--- config.mk ---
export PLATFORM = sky130hd
export DESIGN_NAME = keystone_mailbox_responder
export DESIGN_NICKNAME = d
export VERILOG_FILES = /design/src/rtl/keystone_mailbox_pkg.sv /design/src/rtl/keystone_evt_fifo.sv /design/src/rtl/keystone_mailbox_responder.sv
export SDC_FILE = /design/constraint.sdc
export NUM_CORES = 1
export LEC_CHECK = 0
export ABC_AREA = 1
export ABC_CLOCK_PERIOD_IN_PS = 4600
export CORE_MARGIN = 1
export CORE_UTILIZATION = 50
export CTS_CLUSTER_SIZE = 20
export DETAILED_ROUTE_END_ITERATION = 7
export HOLD_SLACK_MARGIN = 0.05
export MAX_ROUTING_LAYER = met4
export PLACE_DENSITY = 0.72
export SYNTH_ARGS = -nofsm -noshare
export SYNTH_HDL_FRONTEND = slang
export SYNTH_SLANG_ARGS = --single-unit
--- constraint.sdc ---
create_clock -name clk -period 4.6 [get_ports clk]
set_clock_uncertainty 0.15 [all_clocks]
set_input_delay 0.69 -clock clk [delete_from_list [all_inputs] [get_ports clk]]
set_output_delay 0.69 -clock clk [all_outputs]
set_load 0.005 [all_outputs]
--- src/rtl/keystone_mailbox_pkg.sv ---
// Shared mailbox geometry for the CCU responder and the eBPF VM slot.
package keystone_mailbox_pkg;
  localparam int NUM_MAILBOX_REGS = 4;
  localparam int DATA_WIDTH       = 32;
  localparam int EVT_DEPTH        = 4;
  localparam int IW               = $clog2(NUM_MAILBOX_REGS);
  localparam int EVT_CW           = $clog2(EVT_DEPTH) + 1;
endpackage

--- src/rtl/keystone_evt_fifo.sv ---
// Synchronous circular FIFO with a count register; DEPTH must be a power of two.
module keystone_evt_fifo #(
  parameter int WIDTH = 2,
  parameter int DEPTH = 4
) (
  input  logic                   clk,
  input  logic                   reset,
  input  logic                   push,
  input  logic                   pop,
  input  logic [WIDTH-1:0]       din,
  output logic [WIDTH-1:0]       head,
  output logic [$clog2(DEPTH):0] count,
  output logic                   full,
  output logic                   empty
);
  localparam int AW = $clog2(DEPTH);
  localparam int CW = AW + 1;

  logic [AW-1:0]    wr_ptr;
  logic [AW-1:0]    rd_ptr;
  logic [WIDTH-1:0] mem [DEPTH];
  logic             do_push;
  logic             do_pop;

  assign full  = (count == CW'(DEPTH));
  assign empty = (count == '0);
  // A pop on a full FIFO frees the slot the same-cycle push lands in.
  assign do_pop  = pop && !empty;
  assign do_push = push && (!full || do_pop);
  assign head    = empty ? '0 : mem[rd_ptr];

  always_ff @(posedge clk) begin
    if (reset) begin
      wr_ptr <= '0;
      rd_ptr <= '0;
      count  <= '0;
      for (int i = 0; i < DEPTH; i++) mem[i] <= '0;
    end else begin
      if (do_push) begin
        mem[wr_ptr] <= din;
        wr_ptr      <= wr_ptr + 1'b1;
      end
      if (do_pop) rd_ptr <= rd_ptr + 1'b1;
      count <= count + CW'(do_push) - CW'(do_pop);
    end
  end
endmodule

--- src/rtl/keystone_mailbox_responder.sv ---
// CCU-side mailbox responder for one VM slot: outbound/inbound banks,
// doorbell FIFO, sticky error flags and a level interrupt.
module keystone_mailbox_responder
  import keystone_mailbox_pkg::*;
(
  input  logic                        clk,
  input  logic                        reset,
  input  logic [IW-1:0]               vm_mailbox_out_idx_i,
  input  logic [DATA_WIDTH-1:0]       vm_mailbox_out_wdata_i,
  input  logic                        vm_mailbox_out_wen_i,
  input  logic [IW-1:0]               vm_mailbox_in_idx_i,
  output logic [DATA_WIDTH-1:0]       vm_mailbox_in_rdata_o,
  input  logic                        cpu_wr_en_i,
  input  logic [IW-1:0]               cpu_wr_idx_i,
  input  logic [DATA_WIDTH-1:0]       cpu_wr_data_i,
  input  logic                        cpu_rd_en_i,
  input  logic [IW-1:0]               cpu_rd_idx_i,
  output logic [DATA_WIDTH-1:0]       cpu_rd_data_o,
  output logic                        cpu_rd_valid_o,
  input  logic                        evt_pop_i,
  output logic [IW-1:0]               evt_idx_o,
  output logic [EVT_CW-1:0]           evt_count_o,
  input  logic                        irq_en_i,
  input  logic                        clr_sticky_i,
  output logic [NUM_MAILBOX_REGS-1:0] out_full_o,
  output logic [NUM_MAILBOX_REGS-1:0] overrun_o,
  output logic                        evt_overflow_o,
  output logic                        irq_o
);
  // CPU read handshake: a read is accepted every cycle cpu_rd_en_i is high
  // (no ready); cpu_rd_valid_o pulses exactly one cycle later with the data.
  logic [DATA_WIDTH-1:0]       out_reg [NUM_MAILBOX_REGS];
  logic [DATA_WIDTH-1:0]       in_reg  [NUM_MAILBOX_REGS];
  logic [NUM_MAILBOX_REGS-1:0] overrun_set;
  logic                        fifo_full;
  logic                        fifo_empty;
  logic                        evt_drop;

  keystone_evt_fifo #(.WIDTH(IW), .DEPTH(EVT_DEPTH)) u_evt_fifo (
    .clk   (clk),
    .reset (reset),
    .push  (vm_mailbox_out_wen_i),
    .pop   (evt_pop_i),
    .din   (vm_mailbox_out_idx_i),
    .head  (evt_idx_o),
    .count (evt_count_o),
    .full  (fifo_full),
    .empty (fifo_empty)
  );

  assign evt_drop              = vm_mailbox_out_wen_i && fifo_full && !evt_pop_i;
  assign vm_mailbox_in_rdata_o = in_reg[vm_mailbox_in_idx_i];

  // A CPU read of the same register in the same cycle consumes the old value,
  // so the overwrite is not a loss.
  always_comb begin
    overrun_set = '0;
    if (vm_mailbox_out_wen_i && out_full_o[vm_mailbox_out_idx_i] &&
        !(cpu_rd_en_i && (cpu_rd_idx_i == vm_mailbox_out_idx_i)))
      overrun_set[vm_mailbox_out_idx_i] = 1'b1;
  end

  always_ff @(posedge clk) begin
    if (reset) begin
      for (int i = 0; i < NUM_MAILBOX_REGS; i++) begin
        out_reg[i] <= '0;
        in_reg[i]  <= '0;
      end
      cpu_rd_data_o  <= '0;
      cpu_rd_valid_o <= 1'b0;
      out_full_o     <= '0;
      overrun_o      <= '0;
      evt_overflow_o <= 1'b0;
      irq_o          <= 1'b0;
    end else begin
      cpu_rd_valid_o <= cpu_rd_en_i;
      if (cpu_rd_en_i) begin
        cpu_rd_data_o            <= out_reg[cpu_rd_idx_i];
        out_full_o[cpu_rd_idx_i] <= 1'b0;
      end
      // Placed after the read clear so a same-index write leaves the flag set.
      if (vm_mailbox_out_wen_i) begin
        out_reg[vm_mailbox_out_idx_i]    <= vm_mailbox_out_wdata_i;
        out_full_o[vm_mailbox_out_idx_i] <= 1'b1;
      end
      if (cpu_wr_en_i) in_reg[cpu_wr_idx_i] <= cpu_wr_data_i;
      overrun_o      <= (clr_sticky_i ? '0 : overrun_o) | overrun_set;
      evt_overflow_o <= (clr_sticky_i ? 1'b0 : evt_overflow_o) | evt_drop;
      irq_o          <= irq_en_i && !fifo_empty;
    end
  end
endmodule

==> notes.md <==
yosys + openroad results -> status finished clean, CP max FO 33, post-synthesis sequential area ratio 68.25%, CTS tree done, Root Buffer clkbuf_16, leakage 6.140 nW, cell mode on critical path clkdlybuf4s50_1, Overflow after GRT 0, Yosys top cell by area edfxtp_1, worst setup margin 834.2 ps, Power Density 406.0 nW/um^2, Final Setup Violations 0, vertical die size 164.1 um, Worst R2R Start u_evt_fifo.count[1], CP startpoint kind input port, crit path cell chain clkdlybuf4s50_1, buf_4, inv_1, o21ai_0, o22ai_1, clkdlybuf4s50_1, WL met1 13170 um, RSZ-0062 raised after global routing false, final-layout fill cell count 2051, share of layout cells above drive strength 1 5.285%, largest net degree at the start of global routing 65, Log Warnings 26, distinct lib cells 24, area delta synth->final 20.87%, dpl cells 1733, row cnt 58, Yosys Warn Count 0, Max Clock Freq 0.2655 GHz, clk sinks 316, RePlAce Congestion 0.8636, crit path kind in2out, Mapped Nets 1375, port bufs 159, first-pass GRT wire length 49500 um, IR drop worst, VDD 0.2639 mV, diodes inserted 0, vias in the first global route 9351, die width 164.1 um, CP Data Required Time 3760 ps, Critical Path Start vm_mailbox_in_idx_i[1], cts bufs inserted 30
[cell usage after synthesis (all sizes together)]
cell type,n
nor2,353
o21ai,106
a21oi,9
fa,1
nand3,7
nor3,33
ha,2
o31ai,2
nand4,37
inv,94
o22ai,32
buf,46
nand2,223
dfxtp,52
o211ai,1
xor2,1
edfxtp,264
clkbuf,27
clkinv,2
[logic make-up (layout without fill, tap and decap cells)]
group           count (synthesis)  after routing  share of synthesized area (%)
xor+xnor                        1              1                        0.06667
fa+ha+maj                       3              3                         0.3428
buf+inv                       169            334                          5.332
compound gates                150            150                          6.075
flops                         316            316                          68.25
simple gates                  653            653                          19.93
[worst paths after layout]
path / slack [ps] / depth (start not counted) / endpoint
setup / recovery: 830 / 6 / vm_mailbox_in_rdata_o[18]
hold reg to reg: 320 / 2 / u_evt_fifo.wr_ptr[0]
setup reg to reg: 2420 / 11 / u_evt_fifo.count[2]
hold / removal: 320 / 2 / u_evt_fifo.wr_ptr[0]
[power by group]
group | internal, mW | total (mW) | switching [mW]
clock | 1.23 | 2.24 | 1.01
sequential | 3.34 | 3.43 | 0.0848
combinational | 0.331 | 0.783 | 0.452
[cell type report]
cell class	instances	area, um^2	area share, %
flip-flops and latches	316	8969	56.47
multi-input cells	807	3488	21.96
repair buffers	184	1774	11.17
clock buffers	41	813.3	5.121
well taps	330	412.9	2.600
inverters	96	360.3	2.269
clock inverters	13	65.06	0.4096
[tightest hold or removal path: cells and delay by family (launching register included)]
family	cells	cell delay [ps]
flip-flops	1	320
AND/OR/NAND/NOR	2	100
[layer usage]
| metal | global-route usage [%] | vias up |
|---|---|---|
| met5 | - | - |
| met4 | 8.039 | 0 |
| met3 | 3.510 | 68 |
| met2 | 39.24 | 427 |
| met1 | 32.77 | 4597 |
| li1 | - | 4606 |
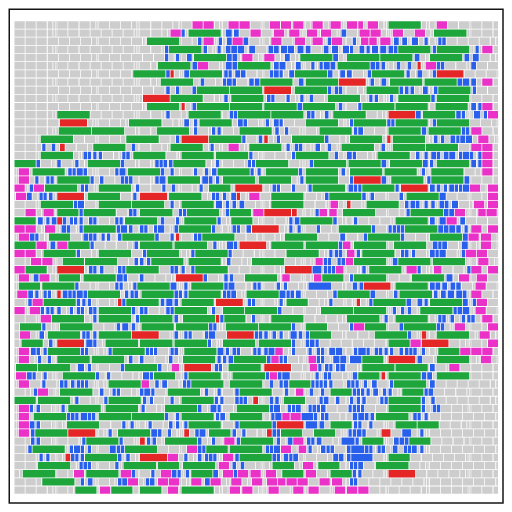
*Placement by cell class*
Scale: 3 px per um. Fill, decap, tap and diode cells in gray.
blue -> remaining logic cells  # cells 903, share of their area 25%
red -> clock drivers and dummy loads  # cells 54, share of their area 5.7%
magenta -> remaining buffers and delay cells  # cells 184, share of their area 11%
green -> registers  # cells 316, share of their area 58%

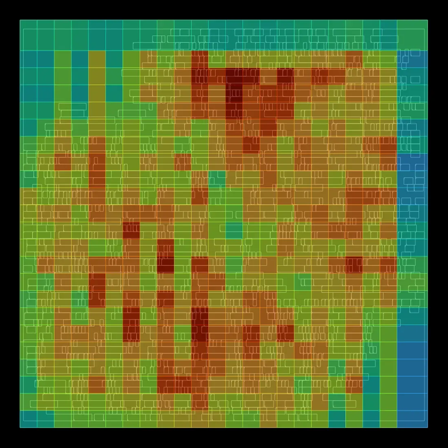
*Track usage over the die*
busiest grt layer: met2
Wirelength per Cell: 17.90 um

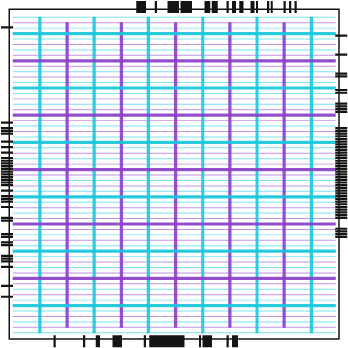
*Supply network*
Scale: 2 px per um. Pins as bars on the die edge.
cyan -> VSS
purple -> VDD
met1 rails = 59
rows = 58
met5 straps = 11
met4 straps = 11
signal pins = 160

Power figures rest on the tool's default switching activity, not on a simulated workload.
